$ cat config.mk
export PLATFORM = sky130hd
export DESIGN_NAME = lfsr_sat_cnt
export DESIGN_NICKNAME = d
export VERILOG_FILES = /design/src/rtl/lfsr_sat_cnt.sv
export SDC_FILE = /design/constraint.sdc
export NUM_CORES = 1
export LEC_CHECK = 0
export ABC_AREA = 0
export CORE_UTILIZATION = 40
export CTS_CLUSTER_DIAMETER = 40
export DETAILED_ROUTE_END_ITERATION = 7
export GPL_TIMING_DRIVEN = 0
export PLACE_DENSITY = 0.65
export SYNTH_ARGS = -nofsm -noshare
export SYNTH_HDL_FRONTEND = slang
export SYNTH_SLANG_ARGS = --single-unit
$ cat constraint.sdc
create_clock -name clk -period 1.9 [get_ports clk]
set_input_delay 0.19 -clock clk [delete_from_list [all_inputs] [get_ports clk]]
set_output_delay 0.19 -clock clk [all_outputs]
set_load 0.01 [all_outputs]
$ cat src/rtl/lfsr_sat_cnt.sv
// Saturating up-counter; a clear on the same cycle as an increment wins.
module lfsr_sat_cnt #(
    parameter int W = 16
) (
    input  logic         clk,
    input  logic         rst_ni,
    input  logic         clr_i,
    input  logic         inc_i,
    output logic [W-1:0] cnt_o
);

    logic [W-1:0] cnt_q;
    logic [W-1:0] cnt_d;

    always_comb begin
        cnt_d = cnt_q;
        if (clr_i) begin
            cnt_d = '0;
        end else if (inc_i && (cnt_q != {W{1'b1}})) begin
            cnt_d = cnt_q + W'(1);
        end
    end

    always_ff @(posedge clk or negedge rst_ni) begin
        if (!rst_ni) begin
            cnt_q <= '0;
        end else begin
            cnt_q <= cnt_d;
        end
    end

    assign cnt_o = cnt_q;

endmodule

Figure 1. Cells colored by class (run 1).
(8 px per µm) Fill, decap, tap and diode cells in gray.
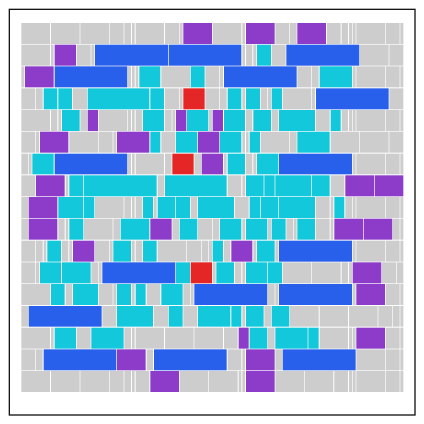
Key: cyan = all other logic [cells 77]; red = cells driving clock nets [cells 3]; blue = flip-flops [cells 16]; purple = other buffers and delay cells [cells 30]
core box area: 0.002212 mm²
Core Rows: 17
register share of the cell area: 31.25%

Figure 2. Sizing map (run 1).
(8 px per µm)
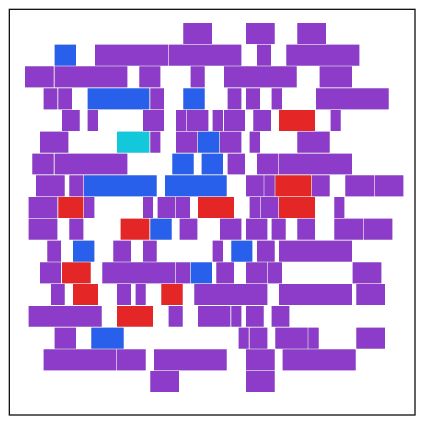
Key: red = drive 2 [cells 10]; cyan = drive 6 and up [cells 1]; purple = drive 1 or less [cells 102]; blue = drive 3 to 4 [cells 13]
fin area: 0.001281 mm²
Signal buffers: 30
min setup slack post-route: 0.1133 ns
synth-to-layout area growth: 35.99%

Figure 3. Selected gate families (run 1).
(8 px per µm)
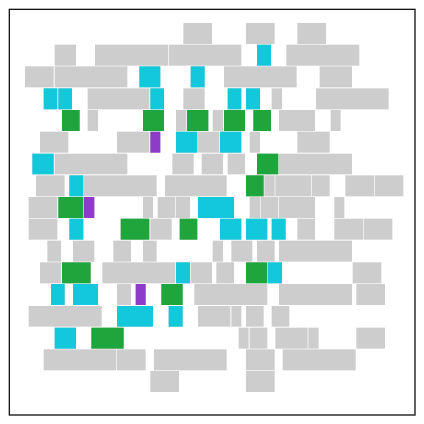
Key: green = AND and OR gates [cells 14, most used or4_1]; purple = inverters [cells 3, most used inv_1]; cyan = inverting AOI/OAI gates [cells 24, most used a21oi_1]
Finished Layout Cells: 154
fraction of area in multi-input gates: 42.97%
Top cell excl fill/tap: clkdlybuf4s50_1

Figure 4. Congestion heat map (run 1).
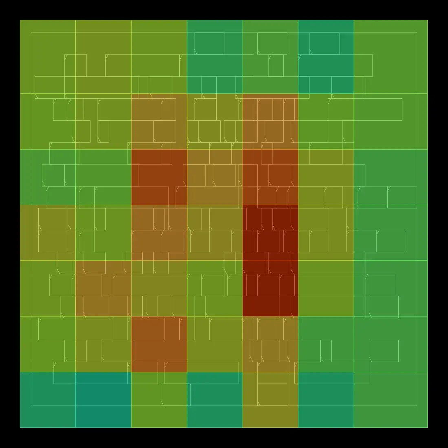
met3 usage: 2.727%
met1 global-route usage: 30.73%
Avg WL per Cell: 15.90 µm
Tot GR Track Use: 22.41%

==> Changelog: implementation, run 1 <==
## Flow update

- Outcome: complete, no violations
- Setup TNS Final: 0 ns
- Ys Warns: 0
- Final Max Slew Viols: 0
- Flops out of synthesis: 16
- R2R Path Start: cnt_o[0]
- Min-Delay Path Class: input pin to asynchronous set/reset pin
- Maxcap violations: 0
- Post-CTS Setup Inserts: 5
- Gpl congestion: 0.8353
- Die area: 0.002553 mm²
- Diode count: 0
- DP HPWL: 1.585 mm
- Sink Count: 16
- Top Layout Cells: clkdlybuf4s50_1 (19), dfrtp_1 (16), a21oi_1 (10)
- Actual slew at the worst max-slew pin: 0.7484 ns
- Most common cell in the synthesized netlist: dfrtp_1
- Biggest area cells: dfrtp_1 (42%), a21oi_1 (5.8%), o31ai_1 (5.6%)
- Fin nets: 133
- Crit path from: cnt_o[0]
- Int Pwr: 0.4400 mW
- Period utilisation layout: 94.04%
- Total tool warning count: 27
- Fmax: 559.7 MHz
- Met2 Wirelength: 1.281 mm
- Main logic family after synthesis: simple AND/OR/NAND/NOR gates
- Clk ins delay skew pair: 0.28 ns
- DRC Markers: 0
- Switching power: 0.1399 mW
- Cts hold-fix bufs: 0
- H-tree Lvls: 1
- Critical path type: flop to flop
- Skew final: 0.001130 ns
- Crit Path Max Fanout: 5
- Netlist cell types: 28
- Power Density: 452.7 mW/mm²
- Most common flop cell mapped by yosys: dfrtp_1
- Iteration count of the initial detailed-routing pass: 4
- Simple share: 31.21%
- Synthesized cell area: 942.2 µm²
- Sequential share of power: 59.9%
- WHS: 0.3462 ns
- Mapped Nets: 103
- Reg2reg setup slack: 0.11 ns
- Cell type with the largest total area: dfrtp_1
- Final setup viols: 0
- Seq share, synth: 42.50%
- Pwr Total: 0.5800 mW
- Avg Cell Area, Syn: 9.614 µm²
- Core Density at Floorplan: 42.59%
- Routed Antenna Nets: 0
- GRT overflow: 0
- Syn Inst Count: 98
- Combinational power: 0.0577 mW
- Vias in the first global route: 890
- Comb pwr share: 9.9%
- Hold Violations, Final: 0
- Initial antenna violation count: 0
- Required time of the critical path: 2.07 ns
- Crit. End Element: flop
- Vias: 927
- Yosys synthesis chip area: 942.2 µm²
- Die X: 50.53 µm
- Synth mux share: 4.781%
- Crit path to: cnt_o[13]
- Dominant cell area share: 42.50%
- IR Drop Worst-Case VDD: 0.3301 mV
- Top sig layer: met4
- Adder Share, Synth: 1.328%
- Sequential power: 0.347 mW
- Fin crit period: 1.787 ns
- Vias per cell: 6.019
- Yosys Instances: 98
[run 1: final cells by class]
cell class | instances | area [µm²] | share of cell area (%)
plain buffers | 5 | 26.28 | 2.051
flip-flops and latches | 16 | 400.4 | 31.25
well taps | 28 | 35.03 | 2.734
multi-input cells | 74 | 550.5 | 42.97
inverters | 3 | 11.26 | 0.8789
repair buffers | 25 | 235.2 | 18.36
clock buffers | 3 | 22.52 | 1.758
[run 1: worst max-delay path, cell delays in order, from the launching register on]
cell     delay (ns)
dfrtp_1        0.42
buf_4          0.16
and4_2         0.24
nand4_1        0.10
buf_4          0.17
nor4_2         0.24
mux2_1         0.35
[run 1: stage by stage]
stage               util [%]  area (µm²)
floorplan                  -       942.2
global placement       52.77        1167
detailed placement     52.77        1167
CTS                    56.22        1244
global route           57.92        1281
finish                 57.92        1281
Figure 5. Signal wires on met3 (run 1).
(10 px per µm)
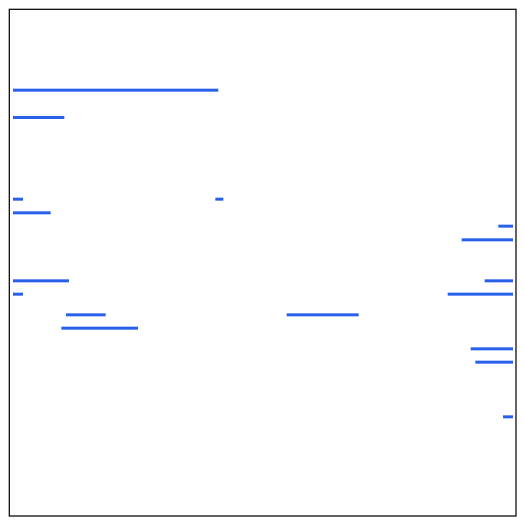

--- run 2 (diff from run 1) ---
- CELL_PAD_IN_SITES_DETAIL_PLACEMENT: not set -> 2
- CELL_PAD_IN_SITES_GLOBAL_PLACEMENT: not set -> 2
- CORE_UTILIZATION: 40 -> 37
- DONT_BUFFER_PORTS: not set -> 1
- PLACE_DENSITY: 0.65 -> not set
- PLACE_DENSITY_LB_ADDON: not set -> 0.1
Figure 6. Signal wires on met3 (run 2).
(10 px per µm)
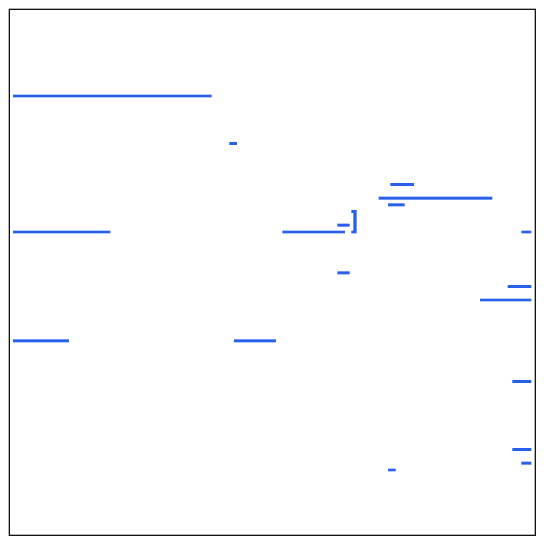
16 nets have wire on it. The longest straight run is 19.6 µm.
met3 usage: 4.348%
Post-Route WL: 3.266 mm
vias: 900

==> run 2 against run 1 <==
Design area shrank 12%. Sequential share of layout area grew 5.0 points. Combinational power shrank 33%. Register-to-register slack lost 0.08 ns. Largest cell class unchanged.
==> Changelog: implementation, run 2 <==
## Flow update

- Outcome: complete, no violations
- R2R Path Start: cnt_o[10]
- Yosys Instances: 98 (unchanged)
- Dominant cell area share: 42.50% (unchanged)
- Core Density at Floorplan: 41.01% (-1.6 points)
- Synthesized cell area: 942.2 µm² (unchanged)
- Min-Delay Path Class: input pin to flop
- Yosys synthesis chip area: 942.2 µm² (unchanged)
- Maxcap violations: 0 (unchanged)
- Number of sequential cells: 16 (unchanged)
- Fraction of area in multi-input gates: 49.78% (+6.8 points)
- Die X: 52.46 µm (+3.8%)
- Critical path type: flop to flop
- Cell type with the largest total area: dfrtp_1
- Met1 global-route usage: 33.75% (+3.0 points)
- ClkCell Share: 3.237% (+1.5 points)
- Vias per cell: 6.618 (+9.9%)
- Pwr Total: 0.6323 mW (+9.0%)
- Slowest stage delay, CP: 0.50 ns (+0.08 ns)
- Routed Antenna Nets: 0 (unchanged)
- Top sig layer: met4
- Iteration count of the initial detailed-routing pass: 4 (unchanged)
- Clk ins delay skew pair: 0.30 ns (+0.02 ns)
- Core box area: 0.002297 mm² (+3.8%)
- Largest class: logic gates
- Fmax: 536.9 MHz (-4.1%)
- Flops out of synthesis: 16 (unchanged)
- Period utilisation layout: 98.02% (+4.0 points)
- Reg area: 406.6 µm² (+1.6%)
- Post-CTS Setup Inserts: 3 (-2)
- Switching power: 0.1612 mW (+15%)
- DRC Markers: 0 (unchanged)
- Data buffer area share: 6.585% (-14 points)
- Gpl congestion: 0.7583 (-9.2%)
- Avg WL per Cell: 24.01 µm (+51%)
- CP Cell Sequence: and3_1 > nand4_1 > nor4_2 > mux2_1
Figure 7. Sizing map (run 2).
(8 px per µm)
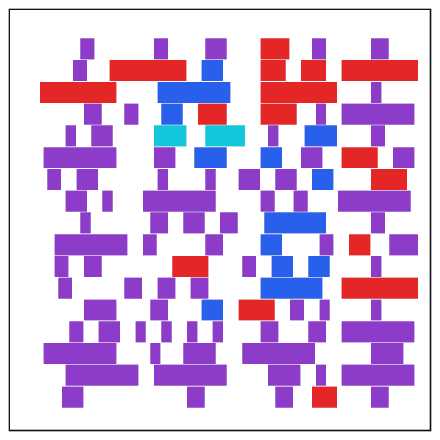
Key: blue = drive 3 to 4 [cells 13]; purple = drive 1 or less [cells 77]; red = drive 2 [cells 16]; cyan = drive 6 and up [cells 2]
fin area: 0.001121 mm²
min setup slack post-route: 0.03757 ns
Signal buffers: 11
synth-to-layout area growth: 18.99%

[run 2: netlist changes by cell type in the layout (fill, tap and decap cells not counted), sizes merged]
cell and delta:
buf -1, clkbuf +1, clkdlybuf4s50 -19, dlygate4sd3 +1
[run 2: through the flow]
stage               cells  setup TNS (ns)  util [%]
finish                136               0     48.80
global route          136        -0.02249     48.80
CTS                   134               0     46.57
detailed placement    126          -2.008     42.54
global placement      126          -1.529     42.54
floorplan              98               0         -
[run 2: kinds of logic after synthesis]
family / count (synthesis) / synth area share [%]
DFF: 16 / 42.50
buffers and inverters: 8 / 3.983
adders and majority gates: 1 / 1.328
AOI/OAI and AO/OA: 24 / 16.20
muxes: 4 / 4.781
and+or+nand+nor: 45 / 31.21
No activity file was given, so power comes from the tool's default toggle rates.
